[src/rtl/seq_shift_add_mul.sv]
// Sequential shift-and-add multiplier, one multiplier bit per clock, signed/unsigned at runtime.
// Optional early exit when the remaining multiplier is zero: define SEQ_MUL_EARLY_TERM_EN.
module seq_shift_add_mul #(
    parameter int WIDTH = 8
) (
    input  logic               clk,
    input  logic               rst,
    input  logic               run,
    input  logic               sgn,
    input  logic [WIDTH-1:0]   a,
    input  logic [WIDTH-1:0]   b,
    output logic [2*WIDTH-1:0] ans,
    output logic               done,
    output logic               busy
);

    localparam int CW = $clog2(WIDTH + 1);
    localparam logic [CW-1:0] LAST_STEP = CW'(WIDTH - 1);

    typedef enum logic [1:0] {
        IDLE = 2'd0,
        CALC = 2'd1,
        DONE = 2'd2
    } state_t;

    state_t               state_q, state_d;
    logic [2*WIDTH-1:0]   mcand_q, mcand_d;
    logic [WIDTH-1:0]     mplier_q, mplier_d;
    logic [2*WIDTH-1:0]   acc_q, acc_d;
    logic [CW-1:0]        cnt_q, cnt_d;
    logic                 neg_q, neg_d;
    logic [2*WIDTH-1:0]   ans_q, ans_d;

    logic [WIDTH-1:0]     mag_a, mag_b;
    logic [2*WIDTH-1:0]   sum;
    logic                 last_step;

    // In signed mode the most negative value maps to 2^(WIDTH-1), which still fits unsigned.
    always_comb begin
        mag_a = (sgn && a[WIDTH-1]) ? (~a + WIDTH'(1)) : a;
        mag_b = (sgn && b[WIDTH-1]) ? (~b + WIDTH'(1)) : b;
    end

    always_comb begin
        sum = acc_q + (mplier_q[0] ? mcand_q : '0);
`ifdef SEQ_MUL_EARLY_TERM_EN
        last_step = (cnt_q == LAST_STEP) || (mplier_q[WIDTH-1:1] == '0);
`else
        last_step = (cnt_q == LAST_STEP);
`endif
    end

    always_comb begin
        state_d  = state_q;
        mcand_d  = mcand_q;
        mplier_d = mplier_q;
        acc_d    = acc_q;
        cnt_d    = cnt_q;
        neg_d    = neg_q;
        ans_d    = ans_q;
        case (state_q)
            IDLE: begin
                if (run) begin
                    mcand_d  = {{WIDTH{1'b0}}, mag_a};
                    mplier_d = mag_b;
                    neg_d    = sgn & (a[WIDTH-1] ^ b[WIDTH-1]);
                    acc_d    = '0;
                    cnt_d    = '0;
                    state_d  = CALC;
                end
            end
            CALC: begin
                acc_d    = sum;
                mcand_d  = mcand_q << 1;
                mplier_d = mplier_q >> 1;
                cnt_d    = cnt_q + CW'(1);
                if (last_step) begin
                    ans_d   = neg_q ? (~sum + (2*WIDTH)'(1)) : sum;
                    state_d = DONE;
                end
            end
            DONE: begin
                if (!run) begin
                    state_d = IDLE;
                end
            end
            default: state_d = IDLE;
        endcase
    end

    always_ff @(posedge clk or posedge rst) begin
        if (rst) begin
            state_q  <= IDLE;
            mcand_q  <= '0;
            mplier_q <= '0;
            acc_q    <= '0;
            cnt_q    <= '0;
            neg_q    <= 1'b0;
            ans_q    <= '0;
        end else begin
            state_q  <= state_d;
            mcand_q  <= mcand_d;
            mplier_q <= mplier_d;
            acc_q    <= acc_d;
            cnt_q    <= cnt_d;
            neg_q    <= neg_d;
            ans_q    <= ans_d;
        end
    end

    assign ans  = ans_q;
    assign done = (state_q == DONE);
    assign busy = (state_q == CALC);

endmodule

[config.mk]
export PLATFORM = sky130hd
export DESIGN_NAME = seq_shift_add_mul
export DESIGN_NICKNAME = d
export VERILOG_FILES = /design/src/rtl/seq_shift_add_mul.sv
export SDC_FILE = /design/constraint.sdc
export NUM_CORES = 1
export LEC_CHECK = 0
export CORE_MARGIN = 3
export CORE_UTILIZATION = 48
export CTS_CLUSTER_DIAMETER = 100
export CTS_CLUSTER_SIZE = 25
export DETAILED_ROUTE_END_ITERATION = 6
export PLACE_DENSITY_LB_ADDON = 0.05
export SLEW_MARGIN = 0
export SYNTH_ARGS = -nofsm -noshare
export SYNTH_HDL_FRONTEND = slang
export SYNTH_SLANG_ARGS = --single-unit
[constraint.sdc]
create_clock -name clk -period 9.55 [get_ports clk]
set_input_delay 1.91 -clock clk [delete_from_list [all_inputs] [get_ports clk]]
set_output_delay 1.91 -clock clk [all_outputs]
set_load 0.03 [all_outputs]
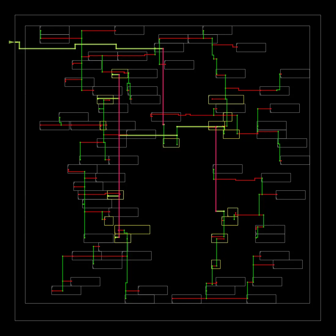
(clock wiring as the flow saved it)
clock group power: 0.257 mW
clock buffers: 9
Final Skew: 0.00835 ns
clk sinks: 63
CTS Buf Count: 9

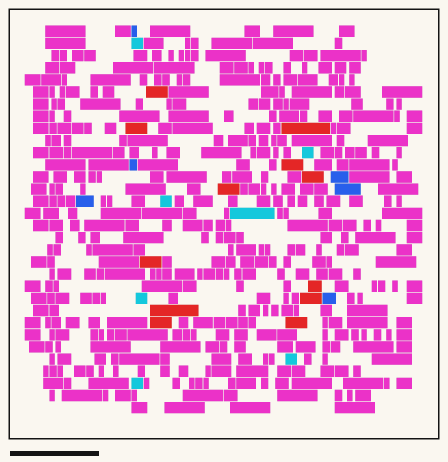
(cells by drive strength)
The bar under the picture is 20 um long.
| size | color | cells | share |
|---|---|---|---|
| x3 and x4 | cyan | 7 | 1.5% |
| x1 and smaller | magenta | 439 | 95% |
| x2 | blue | 6 | 1.3% |
| x6 and larger | red | 12 | 2.6% |

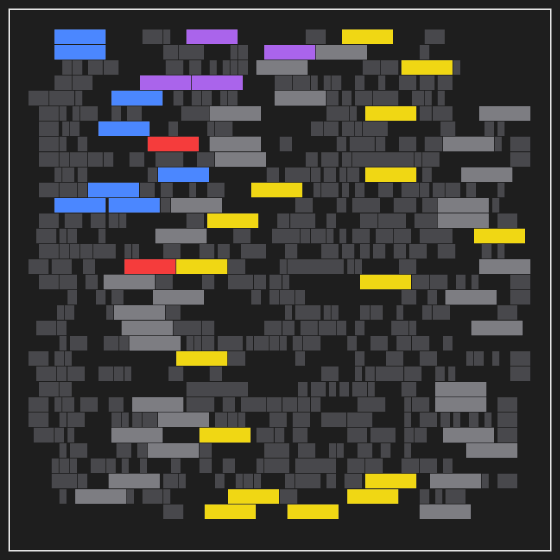
(sequential cells colored by netlist name)
Other sequential cells in the stronger gray, the rest of the logic in the fainter gray.
| netlist name | color | flops |
|---|---|---|
| state_q | red | 2 |
| cnt_q | purple | 4 |
| mplier_q | blue | 8 |
| acc_q | yellow | 16 |
not colored: 33

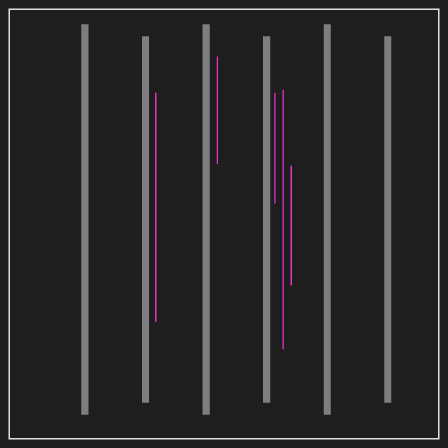
(met4 routing)
Supply wires on this layer in gray.
nets with wire on the layer: 4
longest straight run: 57.8 um
main direction: vertical
wire length on this layer: 184 um

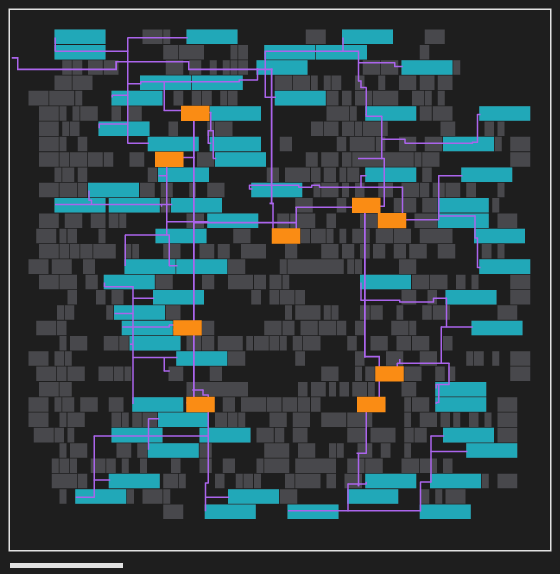
(routed clock nets over the placement)
The bar under the picture is 20 um long.
[clock-net drivers] orange | count: 9
[clock wires] purple | length: 842 um
[flip-flops] cyan | count: 63
flops lie: all over the die

==> flow_summary_export.csv <==
group,metric,value,unit
die,rows,32,
detailed_routing,met1_length,4080,um
detailed_routing,wl_met3,416,um
detailed_routing,vias_per_cell,5.69,
setup_path,critPathLaunch,"state_q[0]",
detailed_routing,dr.pass1.iters,5,
die,core_area,7770,um^2
synthesis,syn_area,3880,um^2
place,dpl.hpwl,6310,um
pwr,irDropWorstVdd,0.0859,mV
synthesis,synth.distinct_cells,46,
run,cap_violations,0,
layout,fin_nets,499,
clock_network,clockBufferDepth,2,
clock_network,cts_tree,"yes",
place,dp.cells,550,
synthesis,synthTopLogicFamily,"AND-OR/OR-AND gates",
setup_path,r2r_start,"mplier_q[0]",
layout,area_growth,17.2,%
layout,mostFrequentLayoutCells,"dfrtp_1, nand2_1, o21ai_0, clkdlybuf4s50_1, nor2_1",
die,chipWidth,95.9,um
layout,antenna_cells,0,
grt,grt_max_degree,64,
detailed_routing,wl_per_cell,15.4,um
synthesis,ys_ff,63,
synthesis,edf_count,0,
clock_network,clock_latency,0.34,ns
setup_path,crit_fanout,11,
run_status,status,"finished clean",
grt,grt_first_pass_wirelength,14900,um
synthesis,ys_area,3880,um^2
synthesis,postSynthAreaPerCell,9.08,um^2
clock_network,cts_resized,0,
setup_path,cp_slowest_stage_delay,0.68,ns
setup_path,reg2reg_to,"ans[15]",
die,die_h,95.9,um
detailed_routing,drcViolationCount,0,
synthesis,yosysTopAreaCellShare,0.406,
die,top_level_ports,38,
synthesis,largest_area_cell,"dfrtp_1",
clock_network,htreeDepth,3,
sta,setup_viol,0,
die,initCoreUtil,0.499,
setup_path,end_kind,"primary output",
detailed_routing,dr.max_layer_used,"met4",
grt,antenna_found_initial,0,
synthesis,synthArstFlopShare,1.00,
run,log.warning_count,26,
hold_path,hold_path.class,"register to register",
clock_network,post_cts_buffers,0,
setup_path,critPathKind,"register to primary output",
grt,grt_pass1_vias,3056,
synthesis,yosys_warnings,0,
synthesis,fp_nets,467,
sta,worst_pin_slew,0.988,ns
die,chip_area,9190,um^2
detailed_routing,wirelength,8690,um
synthesis,synthCells,427,
hold_path,min_from,"ans[3]",
sta,slew_violations,0,
setup_path,startpoint_type,"register",
setup_path,crit_chain,"nand2b_1 > inv_1 > clkdlybuf4s50_1",
detailed_routing,via_count,3223,
sta,maxSlewHeadroom,0.333,
detailed_routing,wl_met2,4020,um
clock_network,hold_buffers,0,
layout,fill_cells,719,
place,portBuffers,37,
place,routabilityCongestion,0.933,
detailed_routing,drt-initial-drc-count,171,
setup_path,slowest_stage,"clkdlybuf4s50_1",
detailed_routing,ant_nets,0,
sta,hold_viol_final,0,
sta,fmax,0.248,GHz
synthesis,ys_sh_aoi,0.252,
pwr,power_leakage,2.05,nW
setup_path,rr_worst_depth,10,
sta,whs,0.481,ns
setup_path,critPathArrivalTime,2.12,ns
layout,instances_no_fill,566,
sta,rsz0062_at_grt,"no",
synthesis,flop_cell,"dfrtp_1",
synthesis,ys_seq_share,0.406,
clock_network,clk_pin_slew,0.08,ns
sta,timing.final.crit_share,0.422,
clock_network,root_buffer,"clkbuf_8",
pwr,powerDensity,300,nW/um^2
grt,grt.total_usage,0.207,
grt,grt_overflow,0,
sta,fin_tns_setup,0,ns
cells by family (layout without fill, tap and decap cells):
family | after synthesis | in the layout
AND-OR/OR-AND | 143 | 143
XOR/XNOR | 31 | 31
adder cells (fa/ha/maj) | 20 | 20
buffers and inverters | 34 | 71
flip-flops | 63 | 63
multiplexers | 4 | 4
AND/OR/NAND/NOR | 132 | 132
cell usage after synthesis (2+ instances only):
| cell type | instances |
|---|---|
| mux2i_1 | 3 |
| or4_1 | 2 |
| o31ai_1 | 4 |
| nand3_1 | 13 |
| xnor2_1 | 16 |
| nor2b_1 | 3 |
| or3_1 | 2 |
| nand2_1 | 51 |
| a211o_1 | 4 |
| nor3_1 | 8 |
| o41ai_1 | 2 |
| o21a_1 | 5 |
| a31oi_1 | 7 |
| nand4_1 | 2 |
| xor2_1 | 15 |
| a21oi_1 | 18 |
| clkbuf_1 | 18 |
| inv_1 | 15 |
| and3_1 | 6 |
| o21ai_0 | 49 |
| a21o_1 | 5 |
| dfrtp_1 | 63 |
| ha_1 | 19 |
| and2_1 | 17 |
| a22oi_1 | 14 |
| a22o_1 | 21 |
| o41a_1 | 2 |
| nor2_1 | 23 |
| nand2b_1 | 3 |
final cells by class:
| cell class | instances | area, um^2 | area share |
|---|---|---|---|
| multi-input combinational | 330 | 2170 | 0.478 |
| sequential | 63 | 1580 | 0.347 |
| timing repair buffer | 40 | 393 | 0.0865 |
| tap | 102 | 128 | 0.0281 |
| clock buffer | 9 | 124 | 0.0273 |
| clock inverter | 7 | 96.3 | 0.0212 |
| inverter | 15 | 56.3 | 0.0124 |
layer usage:
layer	track usage	vias up
met4	0.0770	0
met2	0.332	76
met5	0	-
met3	0.0328	13
li1	-	1616
met1	0.281	1518
worst min path at each step:
stage | endpoint | slack [ns] | cells after the start
floorplan | mplier_q[7] | 0.45 | 2
global placement | ans[2] | 0.46 | 2
detailed placement | ans[3] | 0.47 | 2
CTS | ans[3] | 0.49 | 2
global route | ans[9] | 0.51 | 2
finish | ans[3] | 0.48 | 2
critical path, delay by kind of cell (launching register included):
kind / cells / cell delay (ns)
buffers and inverters: 2 / 0.84
AND/OR/NAND/NOR: 1 / 0.35
flip-flops: 1 / 0.59
registers in the layout, summed over array words and instances (netlist names):
signal and flops:
ans 16, cnt_q 4, neg_q 1, acc_q 16
mplier_q 8, state_q 2, mcand_q 16
stage by stage:
step	util	cell area [um^2]	worst slack, ns
3_5_place_dp	0.557	4320	5.79
4_1_cts	0.585	4540	5.49
6_report	0.585	4540	5.52
5_1_grt	0.585	4540	5.38
3_3_place_gp	0.557	4320	5.83
2_1_floorplan	-	3880	6.07
report_power, final:
group	switching, mW	internal [mW]
combinational	0.387	0.264
sequential	0.0869	0.369
clock	0.110	0.147
total	0.583	0.780
No activity file was given, so power comes from the tool's default toggle rates.
